[src/rtl/rv32i_pkg.sv]
// Shared RV32I constants and the write-back entry type carried through the
// long-latency result buffer.
package rv32i_pkg;

  localparam int XLEN       = 32;
  localparam int REG_ADDR_W = 5;
  localparam int NUM_REGS   = 32;

  typedef struct packed {
    logic [REG_ADDR_W-1:0] rd;
    logic [XLEN-1:0]       data;
  } wb_entry_t;

  function automatic logic is_x0(input logic [REG_ADDR_W-1:0] rd);
    return rd == '0;
  endfunction

endpackage

[src/rtl/wb_fifo.sv]
// Small synchronous FIFO holding long-latency write-back results.
// Pointers wrap naturally because DEPTH is a power of two.
module wb_fifo #(
  parameter int DEPTH = 2,
  parameter int WIDTH = 37
) (
  input  logic             clock,
  input  logic             reset_n,
  input  logic             push,
  input  logic [WIDTH-1:0] din,
  input  logic             pop,
  output logic [WIDTH-1:0] dout,
  output logic             full,
  output logic             empty
);

  localparam int PW = (DEPTH > 1) ? $clog2(DEPTH) : 1;
  localparam int CW = $clog2(DEPTH) + 1;

  logic [WIDTH-1:0] mem [DEPTH];
  logic [PW-1:0]    wr_ptr;
  logic [PW-1:0]    rd_ptr;
  logic [CW-1:0]    count;
  logic             do_push;
  logic             do_pop;

  assign full    = count == CW'(DEPTH);
  assign empty   = count == '0;
  assign do_push = push && !full;
  assign do_pop  = pop && !empty;
  assign dout    = mem[rd_ptr];

  always_ff @(posedge clock) begin
    if (do_push) begin
      mem[wr_ptr] <= din;
    end
  end

  always_ff @(posedge clock) begin
    if (!reset_n) begin
      wr_ptr <= '0;
      rd_ptr <= '0;
      count  <= '0;
    end else begin
      if (do_push) wr_ptr <= wr_ptr + PW'(1);
      if (do_pop)  rd_ptr <= rd_ptr + PW'(1);
      case ({do_push, do_pop})
        2'b10:   count <= count + CW'(1);
        2'b01:   count <= count - CW'(1);
        default: count <= count;
      endcase
    end
  end

endmodule

[src/rtl/wb_scoreboard_rv32i.sv]
// Register-file write-back arbiter (ALU first, then buffered long-latency
// results) plus the busy-register scoreboard that drives the decode stall.
module wb_scoreboard_rv32i #(
  parameter int XLEN       = 32,
  parameter int FIFO_DEPTH = 2
) (
  input  logic            clock,
  input  logic            reset_n,
  input  logic            alu_valid,
  input  logic [4:0]      alu_rd,
  input  logic [XLEN-1:0] alu_data,
  input  logic            ll_issue,
  input  logic [4:0]      ll_issue_rd,
  input  logic            ll_valid,
  output logic            ll_ready,
  input  logic [4:0]      ll_rd,
  input  logic [XLEN-1:0] ll_data,
  input  logic [4:0]      dec_rs1,
  input  logic [4:0]      dec_rs2,
  input  logic [4:0]      dec_rd,
  output logic            stall,
  output logic            rf_we,
  output logic [4:0]      rf_waddr,
  output logic [XLEN-1:0] rf_wdata,
  output logic [31:0]     busy
);

  import rv32i_pkg::*;

  wb_entry_t   push_entry;
  wb_entry_t   head;
  logic        fifo_full;
  logic        fifo_empty;
  logic        push;
  logic        pop;
  logic [31:0] busy_next;

  assign ll_ready   = reset_n && !fifo_full;
  assign push       = ll_valid && ll_ready;
  assign pop        = !alu_valid && !fifo_empty;
  assign push_entry = '{rd: ll_rd, data: ll_data};

  wb_fifo #(
    .DEPTH (FIFO_DEPTH),
    .WIDTH ($bits(wb_entry_t))
  ) u_fifo (
    .clock   (clock),
    .reset_n (reset_n),
    .push    (push),
    .din     (push_entry),
    .pop     (pop),
    .dout    (head),
    .full    (fifo_full),
    .empty   (fifo_empty)
  );

  // busy[0] is held at zero, so x0 operands never stall.
  assign stall = busy[dec_rs1] | busy[dec_rs2] | busy[dec_rd] | fifo_full;

  always_ff @(posedge clock) begin
    if (!reset_n) begin
      rf_we    <= 1'b0;
      rf_waddr <= '0;
      rf_wdata <= '0;
    end else if (alu_valid) begin
      rf_we    <= !is_x0(alu_rd);
      rf_waddr <= alu_rd;
      rf_wdata <= alu_data;
    end else if (!fifo_empty) begin
      rf_we    <= !is_x0(head.rd);
      rf_waddr <= head.rd;
      rf_wdata <= head.data;
    end else begin
      rf_we    <= 1'b0;
    end
  end

  // Clear on the edge the register file captures; a same-edge issue wins.
  always_comb begin
    busy_next = busy;
    if (rf_we) begin
      busy_next[rf_waddr] = 1'b0;
    end
    if (ll_issue && !stall && !is_x0(ll_issue_rd)) begin
      busy_next[ll_issue_rd] = 1'b1;
    end
    busy_next[0] = 1'b0;
  end

  always_ff @(posedge clock) begin
    if (!reset_n) begin
      busy <= '0;
    end else begin
      busy <= busy_next;
    end
  end

endmodule

[config.mk]
export PLATFORM = sky130hd
export DESIGN_NAME = wb_scoreboard_rv32i
export DESIGN_NICKNAME = d
export VERILOG_FILES = /design/src/rtl/rv32i_pkg.sv /design/src/rtl/wb_fifo.sv /design/src/rtl/wb_scoreboard_rv32i.sv
export SDC_FILE = /design/constraint.sdc
export NUM_CORES = 1
export LEC_CHECK = 0
export CORE_ASPECT_RATIO = 1.1
export CORE_MARGIN = 4
export CORE_UTILIZATION = 35
export CTS_CLUSTER_SIZE = 25
export DETAILED_ROUTE_END_ITERATION = 8
export RECOVER_POWER = 50
export SYNTH_ARGS = -nofsm -noshare
export SYNTH_HDL_FRONTEND = slang
export SYNTH_SLANG_ARGS = --single-unit
[constraint.sdc]
create_clock -name clock -period 9.5 [get_ports clock]
set_clock_uncertainty 0.2 [all_clocks]
set_input_delay 2.375 -clock clock [delete_from_list [all_inputs] [get_ports clock]]
set_output_delay 2.375 -clock clock [all_outputs]
set_load 0.005 [all_outputs]
==> flow_metrics.rpt <==
FLOW METRICS REPORT
----------------------------------------------------
[Outcome]
  Result of the run ........................ finished, violations left
  Violated checks ........................ capacitance limit, slew limit

[Synth]
  Top cells by area ........................ edfxtp_1, dfxtp_1, mux2i_1, mux2_2, o211ai_1
  Cell count listed in synth_stat.txt ........................ 644
  Syn_area_per_cell ........................ 11.2 µm²
  Multiplexer share ........................ 12.3%
  Yosys synthesis chip area ........................ 7190 µm²
  Number of cells produced by synthesis ........................ 644
  Adder-cell area share of the yosys netlist ........................ 0.174%
  Number of distinct library cells after synthesis ........................ 59
  Commonest cells post-synth ........................ dfxtp_1, edfxtp_1, mux2i_1
  Dominant Register Cell ........................ edfxtp_1
  Nets in the synthesized netlist ........................ 744

[Place]
  Post-detailed-placement cell area ........................ 8920 µm²
  Global placer's final weighted congestion ........................ 0.886
  Post-Place Worst Slack ........................ 1.63 ns
  Estimated wirelength of the detail-placed design ........................ 14.5 mm
  Placed Cells ........................ 1,019

[Worst hold path]
  Hold path cells ........................ 2
  Hold Startpoint ........................ rf_wdata[31]
  Type of the tightest min-delay check ........................ flop to flop

[Setup path]
  Slowest cell on the critical path ........................ clkdlybuf4s50_1
  Dominant delay contributor by cell family on the critical path ........................ buffers and inverters
  Buffers & Inverters on Critical Path ........................ 3
  Total number of cells along the worst setup path ........................ 8
  Arr. time, crit path ........................ 5.28 ns
  Worst reg-to-reg setup slack ........................ 6.51 ns
  Most frequent CP cell ........................ clkdlybuf4s50_1
  Kind of start point of the critical path ........................ input port
  RR Startpoint ........................ u_fifo.count[0]
  Kind of critical path ........................ input port to output pin
  Crit end category ........................ output pin
  Crit. Startpoint ........................ dec_rd[1]
  Data required time of the worst path ........................ 6.93 ns
  Capture instance of the worst register-to-register path ........................ rf_wdata[6]

[STA]
  Max Transition Viols Final ........................ 105
  Max_slew headroom ........................ -58.6%
  Setup ws final ........................ 1.64 ns
  Count of final hold-check violations ........................ 0
  RSZ-0062 raised after global routing ........................ false
  Setup violations, final ........................ 0
  Accumulated negative setup slack ........................ 0 ns

[Layout]
  Logic share of the area ........................ 33.3%
  Sequential cell area share ........................ 39.1%
  Diode insertion count for antenna repair ........................ 5
  Combinational gate area ........................ 3160 µm²
  Fill cell total of the finished layout ........................ 1,835
  Flip-flop count of the largest register, all copies and words added ........................ 74
  Most frequent standard cell in the layout excluding fill and tap cells ........................ dlygate4sd3_1
  Signal buffers ........................ 175
  Layout cell share with drive strength beyond 1 ........................ 10.1%
  Combinational gates ........................ 441
  Flop count ........................ 148
  Final nets ........................ 886
  Final core utilization ........................ 47.4%
  ClkCell Share ........................ 5.86%
  Seq. cell area ........................ 3700 µm²
  Registers with the most flip-flops ........................ u_fifo.mem x74, rf_wdata x32, busy x31
  Non-clock buffer area fraction after layout ........................ 18.2%

[Floorplanning]
  FP Core Util ........................ 35.9%
  Area of the chip ........................ 22,900 µm²
  Overall die height ........................ 158 µm
  Die Wd ........................ 145 µm

[Clock network]
  Clock transition at path regs ........................ 0.06 ns
  Number of cells upsized or downsized after cts ........................ 0
  Number of buffers added for setup after CTS ........................ 0
  # clock sinks ........................ 148
  Hold-fix buffers at CTS ........................ 0
  Buffer type at the clock tree root ........................ clkbuf_16
  Maximum root-to-sink buffer count ........................ 2
  CTS HTree Levels ........................ 4

[Route]
  Vias after detailed routing ........................ 5,848
  Highest metal layer used by the detailed router ........................ met4
  Met3 routed wirelength ........................ 1.82 mm
  Number of remaining DRC errors ........................ 0
  Sum of routed wire length over all layers ........................ 20.5 mm
  Length of routed wiring on met1 ........................ 8.29 mm

[GRT]
  Total global routing overflow ........................ 0
  All-layer global routing usage ........................ 17.4%
  Peak-usage layer in the global routing report ........................ met2

[Power and ir drop]
  P per Cell Area ........................ 191 nW/µm²
  Fraction of power consumed by sequential logic ........................ 43.6%
  IR Drop Worst-Case VDD ........................ 0.135 mV
  Internal power contribution ........................ 0.00131 W
  Net Switching ........................ 0.000502 W
  Combinational Power ........................ 0.000391 W
  Leakage power summed over all cells ........................ 3.40 nW
  Seq. pwr ........................ 0.000792 W
  Switching share of power ........................ 27.7%
  Clock network fraction of total power ........................ 34.8%
  Proportion of power drawn by combinational gates ........................ 21.6%

[Run]
  Tally of OpenROAD warnings ........................ 26
  Reported max-cap violation count ........................ 2

----------------------------------------------------
Fig. 1: cells colored by class
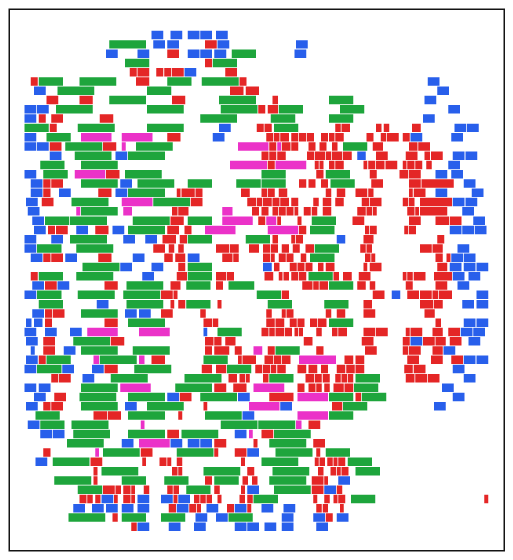
- magenta: clock drivers and dummy loads (cells 32)
- blue: other buffers and delay cells (cells 175)
- green: flip-flops (cells 148)
- red: all other logic (cells 444)

Fig. 2: the clock network
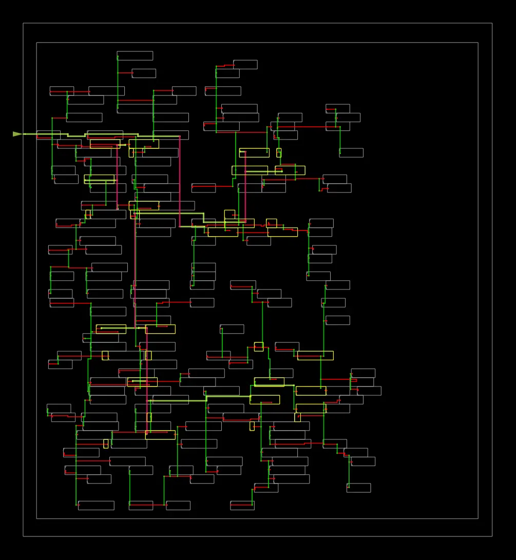
power dissipated in the clock network: 0.000631 W
total CTS buffers: 17
clock buffer instance count of the final layout: 22
clock latency on the worst-skew pair: 0.41 ns

No activity file was given, so power comes from the tool's default toggle rates.
